Fig. 1: metal layers overlaid
The bar under the picture is 100 µm long. Two of the layers only.
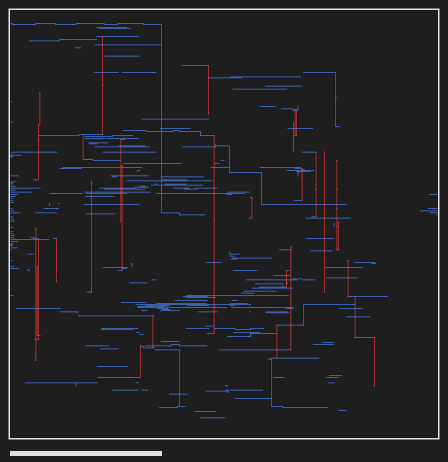
Fig. 2: gate families picked out
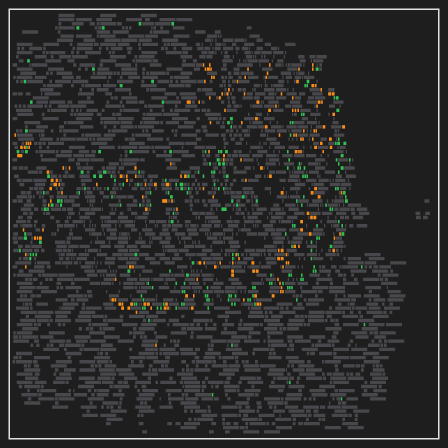
Fig. 3: sequential cells coloured by netlist name
The bar under the picture is 100 µm long. Other sequential cells in the stronger grey, the rest of the logic in the fainter grey.
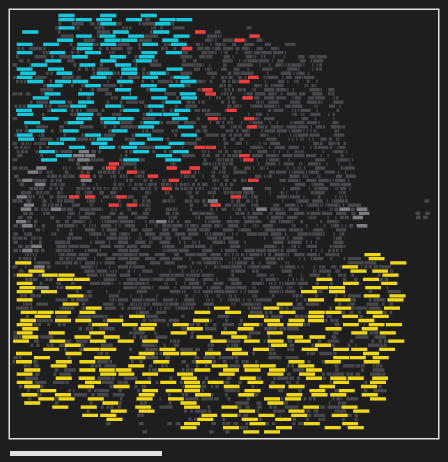
Fig. 4: routing congestion map
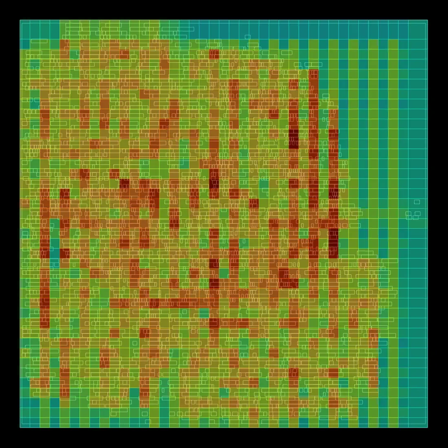
Fig. 5: cell classes on the final placement
The bar under the picture is 100 µm long.
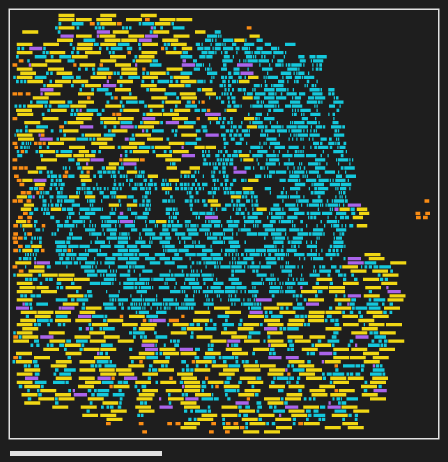
**config.mk**
```make
export PLATFORM = sky130hd
export DESIGN_NAME = lowpass_fir_mc
export DESIGN_NICKNAME = d
export VERILOG_FILES = /design/src/rtl/lowpass_fir_mc.sv
export SDC_FILE = /design/constraint.sdc
export NUM_CORES = 2
export LEC_CHECK = 0
export CAP_MARGIN = 5
export CORE_UTILIZATION = 40
export DETAILED_ROUTE_END_ITERATION = 8
export GPL_ROUTABILITY_DRIVEN = 0
export HOLD_SLACK_MARGIN = 0.03
export PLACE_DENSITY = 0.55
export SLEW_MARGIN = 10
export SYNTH_ARGS = -nofsm -noshare
export SYNTH_HDL_FRONTEND = slang
export SYNTH_SLANG_ARGS = --single-unit
export TNS_END_PERCENT = 10
```
**constraint.sdc**
```tcl
create_clock -name clk -period 9.7 [get_ports clk]
set_clock_uncertainty 0.15 [all_clocks]
set_input_delay 1.94 -clock clk [delete_from_list [all_inputs] [get_ports clk]]
set_output_delay 1.94 -clock clk [all_outputs]
set_load 0.05 [all_outputs]
```
**src/rtl/lowpass_fir_mc.sv**
```systemverilog
// Multichannel serial-MAC FIR low-pass filter: one shared coefficient bank,
// per-channel delay lines, one multiply-accumulate per cycle.
module lowpass_fir_mc #(
  parameter int WIDTH      = 16,
  parameter int COEF_WIDTH = 16,
  parameter int TAPS       = 8,
  parameter int CHANNELS   = 2,
  localparam int CW = (CHANNELS > 1) ? $clog2(CHANNELS) : 1,
  localparam int AW = $clog2(TAPS)
) (
  input  logic                  clk,
  input  logic                  reset,
  input  logic                  in_valid,
  output logic                  in_ready,
  input  logic [WIDTH-1:0]      in_data,
  input  logic [CW-1:0]         in_chan,
  input  logic                  bypass,
  input  logic                  coef_we,
  input  logic [AW-1:0]         coef_addr,
  input  logic [COEF_WIDTH-1:0] coef_data,
  output logic                  out_valid,
  output logic [WIDTH-1:0]      out_data,
  output logic [CW-1:0]         out_chan
);

  localparam int PROD_W = WIDTH + COEF_WIDTH;
  localparam int ACC_W  = PROD_W + AW;

  localparam logic signed [ACC_W-1:0] RND  = ACC_W'(1) << (COEF_WIDTH - 2);
  localparam logic signed [ACC_W-1:0] MAXV = {{(ACC_W-WIDTH+1){1'b0}}, {(WIDTH-1){1'b1}}};
  localparam logic signed [ACC_W-1:0] MINV = {{(ACC_W-WIDTH+1){1'b1}}, {(WIDTH-1){1'b0}}};

  typedef enum logic [1:0] {IDLE, MAC, OUT} state_t;

  state_t                       state;
  logic [WIDTH-1:0]             dline [CHANNELS][TAPS];
  logic [COEF_WIDTH-1:0]        coef  [TAPS];
  logic [CW-1:0]                chan;
  logic                         byp;
  logic [AW-1:0]                k;
  logic signed [ACC_W-1:0]      acc;

  logic                         chan_ok;
  logic                         addr_ok;
  logic [WIDTH-1:0]             x;
  logic [COEF_WIDTH-1:0]        c;
  logic [PROD_W-1:0]            xe;
  logic [PROD_W-1:0]            ce;
  logic [PROD_W-1:0]            prod;
  logic signed [ACC_W-1:0]      prod_ext;
  logic signed [ACC_W-1:0]      rounded;
  logic signed [ACC_W-1:0]      shifted;
  logic [WIDTH-1:0]             sat;

  assign in_ready = (state == IDLE);
  assign chan_ok  = ({1'b0, in_chan} < (CW+1)'(CHANNELS));
  assign addr_ok  = ({1'b0, coef_addr} < (AW+1)'(TAPS));

  // Operands are sign-extended to the full product width so an unsigned
  // multiply yields the exact signed product.
  always_comb begin
    x        = dline[chan][k];
    c        = coef[k];
    xe       = {{COEF_WIDTH{x[WIDTH-1]}}, x};
    ce       = {{WIDTH{c[COEF_WIDTH-1]}}, c};
    prod     = xe * ce;
    prod_ext = {{AW{prod[PROD_W-1]}}, prod};
    rounded  = acc + RND;
    shifted  = rounded >>> (COEF_WIDTH - 1);
    sat      = shifted[WIDTH-1:0];
    if (shifted > MAXV)
      sat = {1'b0, {(WIDTH-1){1'b1}}};
    else if (shifted < MINV)
      sat = {1'b1, {(WIDTH-1){1'b0}}};
  end

  always_ff @(posedge clk) begin
    out_valid <= 1'b0;
    if (reset) begin
      state    <= IDLE;
      out_data <= '0;
      out_chan <= '0;
      acc      <= '0;
      k        <= '0;
      chan     <= '0;
      byp      <= 1'b0;
      for (int unsigned ch = 0; ch < CHANNELS; ch++)
        for (int unsigned t = 0; t < TAPS; t++)
          dline[ch][t] <= '0;
      for (int unsigned t = 0; t < TAPS; t++)
        coef[t] <= (t == 0) ? {1'b0, {(COEF_WIDTH-1){1'b1}}} : '0;
    end else begin
      case (state)
        IDLE: begin
          if (coef_we && addr_ok)
            coef[coef_addr] <= coef_data;
          // Out-of-range channels are consumed without touching any state.
          if (in_valid && chan_ok) begin
            for (int unsigned t = TAPS - 1; t > 0; t--)
              dline[in_chan][t] <= dline[in_chan][t-1];
            dline[in_chan][0] <= in_data;
            chan  <= in_chan;
            byp   <= bypass;
            acc   <= '0;
            k     <= '0;
            state <= MAC;
          end
        end
        MAC: begin
          acc <= acc + prod_ext;
          k   <= k + AW'(1);
          if (k == AW'(TAPS - 1))
            state <= OUT;
        end
        OUT: begin
          out_valid <= 1'b1;
          out_data  <= byp ? dline[chan][0] : sat;
          out_chan  <= chan;
          state     <= IDLE;
        end
        default: state <= IDLE;
      endcase
    end
  end

endmodule

```
==> results.cfg <==
; generated from flow reports
[status]
status = complete, no violations

[clock_tree]
cts.clk_slew.worst_paths_ns = 0.06
htree_levels = 2
insertion_delay_ns = 0.61
cts_hold_buf = 0

[sta]
slew_viol_final = 0
relSlewSlack_pct = 28.9
hold_ws_ns = 0.339
finalHoldViolCount = 0
worst_slack_ns = 1.30

[synth]
ys.warnings.count = 0
yosysUniqueCellTypes = 68
avgSynthCellArea_um2 = 12.2
yosysChipArea_um2 = 31500
async_flop_share_pct = 0
ys_cells = 2573
syn-num-nets = 3031
ys.flops = 448

[grt]
antenna_found_initial = 1
grt_overflow = 0
grt_pass1_wl_um = 126000
grt_max_degree = 96

[worst_setup_path]
critPathTopFamily = adder cells
critPathKind = reg -> reg
cp_max_fo = 30
path_common_cell = fa_1
cp_slowest_cell = o21ai_1

[detailed_routing]
wl_met1_um = 36600
met2_length_um = 37100
drtPass1Iterations = 5
drt_iter0_markers = 1373
ant_nets = 0
avgViaCountPerCell = 5.27
drcViolationCount = 0

[hold_path]
min_path_type = reg -> reg

[die]
die_h_um = 282
die_width_um = 282
ioPinCount = 60

[placement]
dpl.hpwl_um = 55800
placed_area_um2 = 33200

[finish]
nets = 3075
area_delta_synth_final_pct = 10.8
Back to the opening pictures, Fig. 1:
colour	layer	wire length
red	M4	1530 µm
blue	M3	3840 µm
Global Route Usage Sum: 20.8%
drt total wl: 79100 µm
routed vias: 19500
wire per inst: 21.4 µm

Back to the opening pictures, Fig. 2:
colour	family	cells
orange	nor cells	187
green	nand cells	210
logic share of the area: 48.3%
Layout Cells excl Fill: 3699
most numerous logic cell after layout: edfxtp_1

Back to the opening pictures, Fig. 3:
colour	netlist name	placed flops
red	acc	35
cyan	coef	128
yellow	dline	256
register area: 12800 µm²
final core occ: 44.9%
sequential cell area share: 36.8%

Back to the opening pictures, Fig. 4:
met3 Usage GRT: 2.61%
GR peak layer: met2

Back to the opening pictures, Fig. 5:
colour	class	cells	share of their area
orange	remaining buffers and delay cells	102	2.8%
yellow	registers	448	38%
purple	clock drivers and dummy loads	95	4.8%
cyan	remaining logic cells	2013	54%
post-route cell area: 34900 µm²
row count: 102
core area: 77600 µm²

## layout by cell type (no fill, tap or decap), types with 9 or more instances in the layout
master / netlist / final
nor2b_1: 66 / 65
inv_1: 362 / 362
o21a_1: 9 / 9
or2_2: 14 / 12
xor2_1: 18 / 18
o21ai_1: 25 / 25
dfxtp_1: 64 / 59
clkbuf_16: 0 / 53
nor2_1: 108 / 107
a21o_1: 125 / 125
clkinv_1: 0 / 16
and2_1: 277 / 277
nor3_1: 10 / 9
a22o_1: 25 / 25
mux2i_1: 67 / 65
nand2_1: 142 / 142
mux4_2: 89 / 89
nand2b_1: 43 / 43
xnor2_1: 24 / 24
nand3_1: 12 / 12
clkdlybuf4s50_1: 0 / 59
fa_1: 311 / 311
a21oi_1: 41 / 41
edfxtp_1: 384 / 384
o21ai_0: 22 / 22
mux2_2: 17 / 17
ha_1: 106 / 106
a211oi_1: 9 / 9
buf_4: 4 / 42
## state kept, by name, indices dropped and copies added (netlist names), named ones only
name	cells
out_data	16
out_chan	1
coef	128
chan	1
k	3
dline	256
byp	1
state	2
out_valid	1
acc	35
## logic make-up after synthesis
family	share of synthesized area, %
flip-flops	40.7
buffers and inverters	5.88
AND/OR/NAND/NOR	12.2
multiplexers	9.15
AND-OR/OR-AND	6.87
XOR/XNOR	1.22
adder cells (fa/ha/maj)	24.0
## stage by stage
| stage | util, % |
|---|---|
| 4_1_cts | 44.9 |
| 3_5_place_dp | 42.8 |
| 3_3_place_gp | 42.8 |
| 6_report | 44.9 |
| 2_1_floorplan | - |
| 5_1_grt | 44.9 |
## area by class of cell
class                           instances  area, µm²  area share, %
Multi-Input combinational cell       1651      16800           48.3
Sequential cell                       448      12800           36.8
Inverter                              362       1360           3.90
Clock buffer                           61       1360           3.89
Tap cell                             1040       1300           3.73
Timing Repair Buffer                  102        926           2.66
Clock inverter                         34        268          0.768
Antenna cell                            1       2.50        0.00718
## final timing paths
path                                                 from                         to  cells past startpoint  slack [ns]
worst min register to register  out_data[12]$_SDFFE_PP0P_  out_data[12]$_SDFFE_PP0P_                      1        0.34
worst max-delay path                                 flop       acc[31]$_SDFFE_PP0P_                     24        1.30
worst max register to register                       flop       acc[31]$_SDFFE_PP0P_                     24        1.30
worst min-delay path            out_data[12]$_SDFFE_PP0P_  out_data[12]$_SDFFE_PP0P_                      1        0.34
## cell usage after synthesis, types with 64 or more instances
library cell / n / area share, %
inv_1: 362 / 4.3
edfxtp_1: 384 / 37
mux2i_1: 67 / 2.1
a21o_1: 125 / 3.0
and2_1: 277 / 5.5
fa_1: 311 / 20
mux4_2: 89 / 6.4
ha_1: 106 / 4.2
nor2b_1: 66 / 1.3
nand2_1: 142 / 1.7
dfxtp_1: 64 / 4.1
clkbuf_1: 83 / 0.99
nor2_1: 108 / 1.3
